[config.mk]
export PLATFORM = sky130hd
export DESIGN_NAME = alu32_arbiter
export DESIGN_NICKNAME = d
export VERILOG_FILES = /design/src/rtl/alu_pkg.sv /design/src/rtl/alu32.sv /design/src/rtl/alu32_arbiter.sv
export SDC_FILE = /design/constraint.sdc
export NUM_CORES = 1
export LEC_CHECK = 0
export ABC_CLOCK_PERIOD_IN_PS = 14550
export CORE_MARGIN = 10
export CORE_UTILIZATION = 40
export CTS_CLUSTER_SIZE = 14
export DETAILED_ROUTE_END_ITERATION = 16
export PLACE_DENSITY = 0.76
export REMOVE_ABC_BUFFERS = 1
export SLEW_MARGIN = 10
export SYNTH_ARGS = -nofsm -noshare
export SYNTH_HDL_FRONTEND = slang
export SYNTH_SLANG_ARGS = --single-unit
[constraint.sdc]
create_clock -name m_clock -period 14.55 [get_ports m_clock]
set_input_delay 2.91 -clock m_clock [delete_from_list [all_inputs] [get_ports m_clock]]
set_output_delay 2.91 -clock m_clock [all_outputs]
set_load 0.02 [all_outputs]
[src/rtl/alu_pkg.sv]
// Shared ALU definitions: one-hot function codes, datapath widths and a
// legality check for function codes.
package alu_pkg;

  localparam int OP_W   = 6;
  localparam int DATA_W = 32;

  localparam logic [OP_W-1:0] OP_ADD = 6'b100000;
  localparam logic [OP_W-1:0] OP_SUB = 6'b010000;
  localparam logic [OP_W-1:0] OP_AND = 6'b001000;
  localparam logic [OP_W-1:0] OP_OR  = 6'b000100;
  localparam logic [OP_W-1:0] OP_XOR = 6'b000010;
  localparam logic [OP_W-1:0] OP_NOR = 6'b000001;

  function automatic logic is_onehot(input logic [OP_W-1:0] f);
    logic [2:0] cnt;
    cnt = 3'd0;
    for (int i = 0; i < OP_W; i++) begin
      cnt = cnt + {2'b00, f[i]};
    end
    return (cnt == 3'd1);
  endfunction

endpackage

[src/rtl/alu32.sv]
// Combinational 32-bit ALU with one strobe per operation; with no strobe
// asserted the result is 0.
import alu_pkg::*;

module alu32 (
  input  logic [DATA_W-1:0] i_a,
  input  logic [DATA_W-1:0] i_b,
  input  logic              i_op_add,
  input  logic              i_op_sub,
  input  logic              i_op_and,
  input  logic              i_op_or,
  input  logic              i_op_xor,
  input  logic              i_op_nor,
  output logic [DATA_W-1:0] o_out,
  output logic              o_zero,
  output logic              o_overflow
);

  logic [DATA_W-1:0] w_sum;
  logic [DATA_W-1:0] w_diff;

  assign w_sum  = i_a + i_b;
  assign w_diff = i_a - i_b;

  // Signed overflow exists only for add and sub.
  always_comb begin
    o_out      = {DATA_W{1'b0}};
    o_overflow = 1'b0;
    if (i_op_add) begin
      o_out      = w_sum;
      o_overflow = (i_a[DATA_W-1] == i_b[DATA_W-1]) && (w_sum[DATA_W-1] != i_a[DATA_W-1]);
    end else if (i_op_sub) begin
      o_out      = w_diff;
      o_overflow = (i_a[DATA_W-1] != i_b[DATA_W-1]) && (w_diff[DATA_W-1] != i_a[DATA_W-1]);
    end else if (i_op_and) begin
      o_out = i_a & i_b;
    end else if (i_op_or) begin
      o_out = i_a | i_b;
    end else if (i_op_xor) begin
      o_out = i_a ^ i_b;
    end else if (i_op_nor) begin
      o_out = ~(i_a | i_b);
    end else begin
      o_out = {DATA_W{1'b0}};
    end
  end

  assign o_zero = (o_out == {DATA_W{1'b0}});

endmodule

[src/rtl/alu32_arbiter.sv]
// Round-robin sharing of one alu32 between two valid/ready requesters, each
// with its own registered response slot held until acknowledged.
import alu_pkg::*;

module alu32_arbiter #(
  parameter int CNT_W = 12
) (
  input  logic              m_clock,
  input  logic              p_reset,
  input  logic              r0_valid,
  output logic              r0_ready,
  input  logic [DATA_W-1:0] r0_a,
  input  logic [DATA_W-1:0] r0_b,
  input  logic [OP_W-1:0]   r0_f,
  output logic              r0_rvalid,
  input  logic              r0_rready,
  output logic [DATA_W-1:0] r0_out,
  output logic              r0_zero,
  output logic              r0_ov,
  output logic              r0_err,
  input  logic              r1_valid,
  output logic              r1_ready,
  input  logic [DATA_W-1:0] r1_a,
  input  logic [DATA_W-1:0] r1_b,
  input  logic [OP_W-1:0]   r1_f,
  output logic              r1_rvalid,
  input  logic              r1_rready,
  output logic [DATA_W-1:0] r1_out,
  output logic              r1_zero,
  output logic              r1_ov,
  output logic              r1_err,
  output logic [CNT_W-1:0]  op_cnt
);

  logic [1:0]        w_valid;
  logic [1:0]        w_rready;
  logic [1:0]        w_elig;
  logic [1:0]        w_gnt;
  logic              w_any;
  logic              w_sel;
  logic [DATA_W-1:0] w_op_a;
  logic [DATA_W-1:0] w_op_b;
  logic [OP_W-1:0]   w_op_f;
  logic              w_legal;
  logic [OP_W-1:0]   w_op;
  logic [DATA_W-1:0] w_alu_out;
  logic              w_alu_zero;
  logic              w_alu_ov;
  logic              r_last;
  logic [CNT_W-1:0]  r_cnt;

  assign w_valid  = {r1_valid, r0_valid};
  assign w_rready = {r1_rready, r0_rready};

  // Tie goes to the requester that did not win last; nothing granted in reset.
  always_comb begin
    w_gnt = 2'b00;
    if (!p_reset) begin
      w_gnt = 2'b00;
    end else if (w_elig == 2'b11) begin
      w_gnt = r_last ? 2'b01 : 2'b10;
    end else begin
      w_gnt = w_elig;
    end
  end

  assign w_any = |w_gnt;
  assign w_sel = w_gnt[1];

  always_comb begin
    w_op_a = {DATA_W{1'b0}};
    w_op_b = {DATA_W{1'b0}};
    w_op_f = {OP_W{1'b0}};
    if (w_any) begin
      w_op_a = w_sel ? r1_a : r0_a;
      w_op_b = w_sel ? r1_b : r0_b;
      w_op_f = w_sel ? r1_f : r0_f;
    end else begin
      w_op_a = {DATA_W{1'b0}};
      w_op_b = {DATA_W{1'b0}};
      w_op_f = {OP_W{1'b0}};
    end
  end

  assign w_legal = is_onehot(w_op_f);
  assign w_op    = (w_any && w_legal) ? w_op_f : {OP_W{1'b0}};

  alu32 u_alu (
    .i_a        (w_op_a),
    .i_b        (w_op_b),
    .i_op_add   (w_op[5]),
    .i_op_sub   (w_op[4]),
    .i_op_and   (w_op[3]),
    .i_op_or    (w_op[2]),
    .i_op_xor   (w_op[1]),
    .i_op_nor   (w_op[0]),
    .o_out      (w_alu_out),
    .o_zero     (w_alu_zero),
    .o_overflow (w_alu_ov)
  );

  for (genvar n = 0; n < 2; n++) begin : g_slot
    logic              r_full;
    logic [DATA_W-1:0] r_out;
    logic              r_zero;
    logic              r_ov;
    logic              r_err;

    assign w_elig[n] = w_valid[n] && (!r_full || w_rready[n]);

    // A new accept overrides a same-cycle consume; data is held otherwise.
    always_ff @(posedge m_clock or negedge p_reset) begin
      if (!p_reset) begin
        r_full <= 1'b0;
        r_out  <= {DATA_W{1'b0}};
        r_zero <= 1'b0;
        r_ov   <= 1'b0;
        r_err  <= 1'b0;
      end else if (w_gnt[n]) begin
        r_full <= 1'b1;
        r_out  <= w_legal ? w_alu_out : {DATA_W{1'b0}};
        r_zero <= w_legal && w_alu_zero;
        r_ov   <= w_legal && w_alu_ov;
        r_err  <= !w_legal;
      end else if (r_full && w_rready[n]) begin
        r_full <= 1'b0;
      end
    end
  end

  always_ff @(posedge m_clock or negedge p_reset) begin
    if (!p_reset) begin
      r_last <= 1'b1;
      r_cnt  <= {CNT_W{1'b0}};
    end else if (w_any) begin
      r_last <= w_sel;
      r_cnt  <= r_cnt + {{(CNT_W-1){1'b0}}, 1'b1};
    end
  end

  assign r0_ready  = w_gnt[0];
  assign r1_ready  = w_gnt[1];
  assign r0_rvalid = g_slot[0].r_full;
  assign r0_out    = g_slot[0].r_out;
  assign r0_zero   = g_slot[0].r_zero;
  assign r0_ov     = g_slot[0].r_ov;
  assign r0_err    = g_slot[0].r_err;
  assign r1_rvalid = g_slot[1].r_full;
  assign r1_out    = g_slot[1].r_out;
  assign r1_zero   = g_slot[1].r_zero;
  assign r1_ov     = g_slot[1].r_ov;
  assign r1_err    = g_slot[1].r_err;
  assign op_cnt    = r_cnt;

endmodule
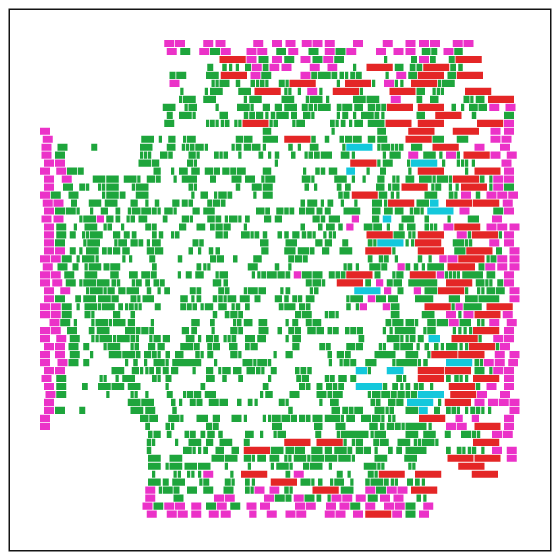
run_1/cell_classes.png
class	color	cells	share of their area
clock drivers and dummy loads	cyan	16	2.3%
all other logic	green	1221	63%
other buffers and delay cells	magenta	247	19%
flops	red	85	16%

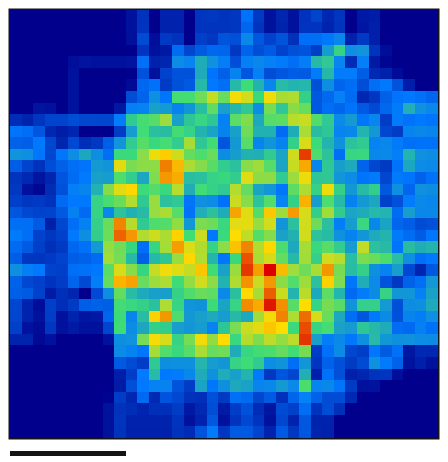
run_1/wire_density.png
Bar = 50 um. 37 x 37 tiles, from dark blue (low) to red (high), scaled to the fullest tile. Values are wire area over tile area, all layers added.
mean over tiles	0.22
fullest tile	0.77
nearly empty tiles	17%

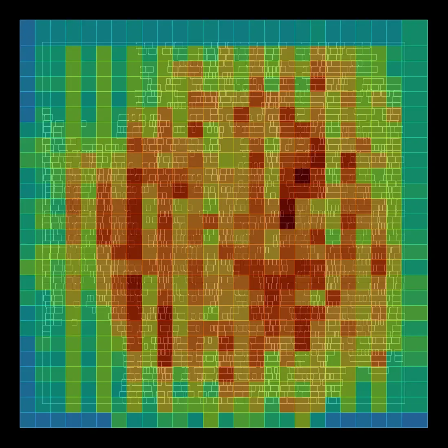
run_1/final_congestion.png
met3 Usage GRT: 4.59%
final core utilization: 50.7%
Tot GR Track Use: 24.6%

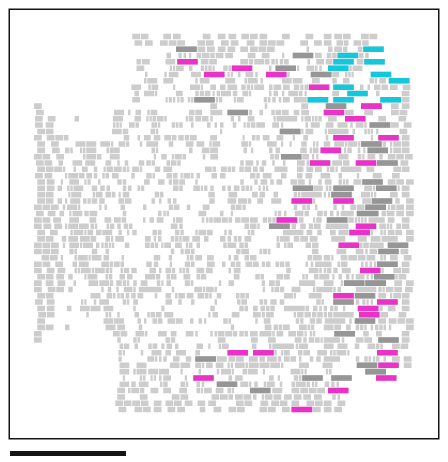
run_1/registers.png
Bar = 50 um. Other sequential cells in the stronger gray, the rest of the logic in the fainter gray.
netlist name	color	flops
r0_out	magenta	32
op_cnt	cyan	12
not colored	41
Seq. cell area: 2130 um^2
Seq power: 365 uW
flop share of the area: 15.7%

==> flow_summary.ini, run 1 <==
; yosys + openroad results
[pwr]
clock_power_share_pct = 15.7
p_comb_uw = 910
p_leak_nw = 6.12
p_per_area_nw_per_um2 = 112

[route]
drtPass1Iterations = 6

[clock_network]
cts_tree = yes

[die]
chip_area_um2 = 33900
rows = 60

[hold_path]
min_to = r_last

[synth]
synth_area_um2 = 10800
ys_cells = 1394
avgSynthCellArea_um2 = 7.73
mux_area_share_pct = 7.58
synthTopCellsByCount = nand2_1, inv_1, ha_1

[outcome]
outcome = complete, no violations

[finish]
fin_cells = 1910
num_antenna_cells = 0

[grt]
grt_pass1_vias = 11400
met2_usage_pct = 37.5
grt_max_degree = 65

[placement]
gp_congestion = 0.967
==> run 1: per-stage QoR <==
stage	power, mW	area [um^2]	util, %	setup slack, ps	hold WS (ps)
after CTS	1.50	13600	50.7	3980	473
final	1.51	13600	50.7	3800	474
after floorplan	0.871	10400	-	2590	447
after global routing	1.59	13600	50.7	3360	502
after global placement	1.25	13300	49.6	3900	459
after detailed placement	1.26	13300	49.6	3630	461
==> run 1: critical path, delay by kind of cell <==
family          cells  cell delay (ps)
simple gates       11             4150
compound gates      4             1690
fa+ha+maj           3             1180
buf+inv             4             1080
==> run 1: cell type report <==
cell class              instances  area [um^2]
repair buffers                247         2430
well taps                     341          427
multi-input cells            1103         7830
fillers                      2615        13200
flip-flops and latches         85         2130
inverters                     118          443
clock buffers                   9          225
clock inverters                 7         73.8
run_1/metal_stack.png
Bar = 50 um.
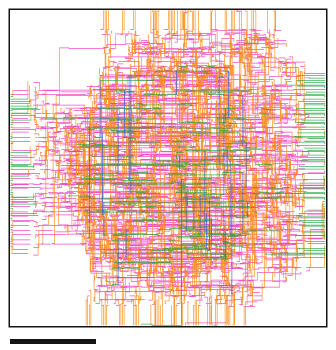

## Run 2: what changed since run 1
ABC_CLOCK_PERIOD_IN_PS = 9100   (was 14550)
PLACE_DENSITY = 0.79   (was 0.76)
clock period = 9.1 ns   (was 14.55 ns; I/O delays follow)
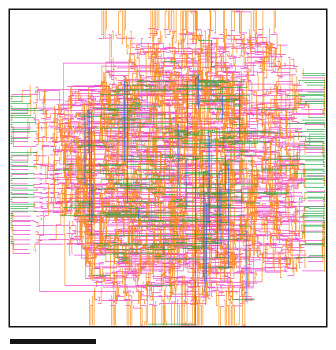
run_2/metal_stack.png
Bar = 50 um.
layer	color	wire length
met2	orange	19200 um
met4	blue	1160 um
met1	magenta	19200 um
met3	green	4330 um
final wirelength: 43900 um
Wirelength per Cell: 22.8 um
vias: 11900
Tot GR Track Use: 24.8%

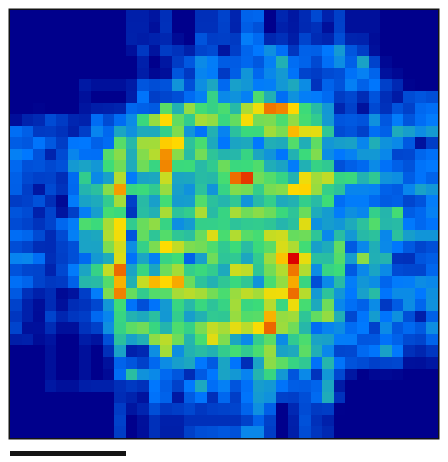
run_2/wire_density.png
Bar = 50 um. 37 x 37 tiles, from dark blue (low) to red (high), scaled to the fullest tile. Values are wire area over tile area, all layers added.

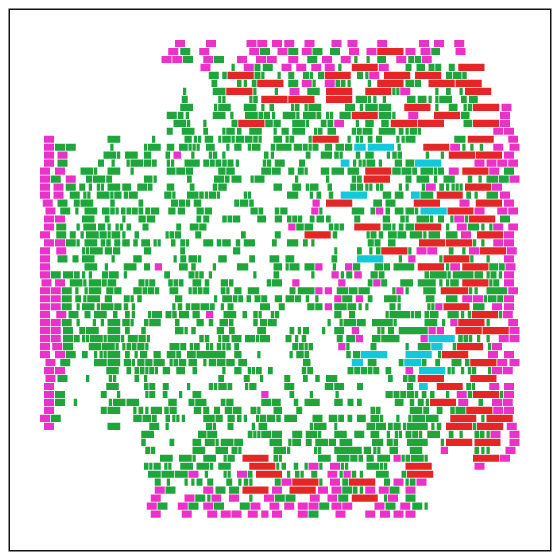
run_2/cell_classes.png
Design Area, Final: 13700 um^2
flop share of the area: 15.5%
core box area: 26700 um^2
final core utilization: 51.2%
site row count: 60

==> run 2 against run 1 <==
Count of clock-buffer cells in the layout unchanged. First-iteration DRC count up 0.15%. Sequential power up 58%. Combinational power up 64%. Clock skew up 4.3 ps. Worst setup slack worse by 3100 ps. Non-clock buffer count up 18. Largest cell class unchanged. Design area up 1.0%. Highest routed layer unchanged. Synthesized area unchanged. Via count about the same. Critical path depth down 1.
==> flow_summary.ini, run 2 <==
; yosys + openroad results
[finish]
buffers = 265
inverters_excl_clock = 118
regArea_um2 = 2130
num_antenna_cells = 0
largestClassByArea = multi-input combinational cells
fin_cells = 1928
clk_share_pct = 2.20
layout.nonclk_buf_share_pct = 18.7

[synth]
ys_cells = 1394
avgSynthCellArea_um2 = 7.73

[grt]
met3_usage_pct = 4.96
grt_max_degree = 66
grt_pass1_vias = 11400

[placement]
pre_cts_ws_ps = 450
gp_congestion = 0.995
place_area_um2 = 13400

[worst_setup_path]
crit_family = AND-OR/OR-AND gates

[pwr]
p_leak_nw = 6.21
p_comb_mw = 1.49

[hold_path]
min_to = r1_out[30]

[outcome]
outcome = complete, no violations
-- run 2: cell counts after synthesis --
No cell type changed its count.
-- run 2: cells by family after synthesis --
group                    synth area share, %
AND-OR/OR-AND                           29.5
XOR/XNOR                                1.71
flip-flops                              19.7
AND/OR/NAND/NOR                         21.5
buffers and inverters                   7.80
adder cells (fa/ha/maj)                 12.2
multiplexers                            7.58
-- run 2: worst min-delay path: cells and delay by family, from the launching register on --
| kind | cells | cell delay, ps |
|---|---|---|
| flops | 1 | 340 |
| simple gates | 2 | 110 |
-- run 2: per-stage QoR --
step	power (mW)	utilization [%]	hold slack, ps
after global placement	2.02	50.1	459
final	2.44	51.2	476
after CTS	2.42	51.2	480
after global routing	2.57	51.2	495
after floorplan	1.39	-	447
after detailed placement	2.04	50.1	461
Power and IR drop assume default switching activity.
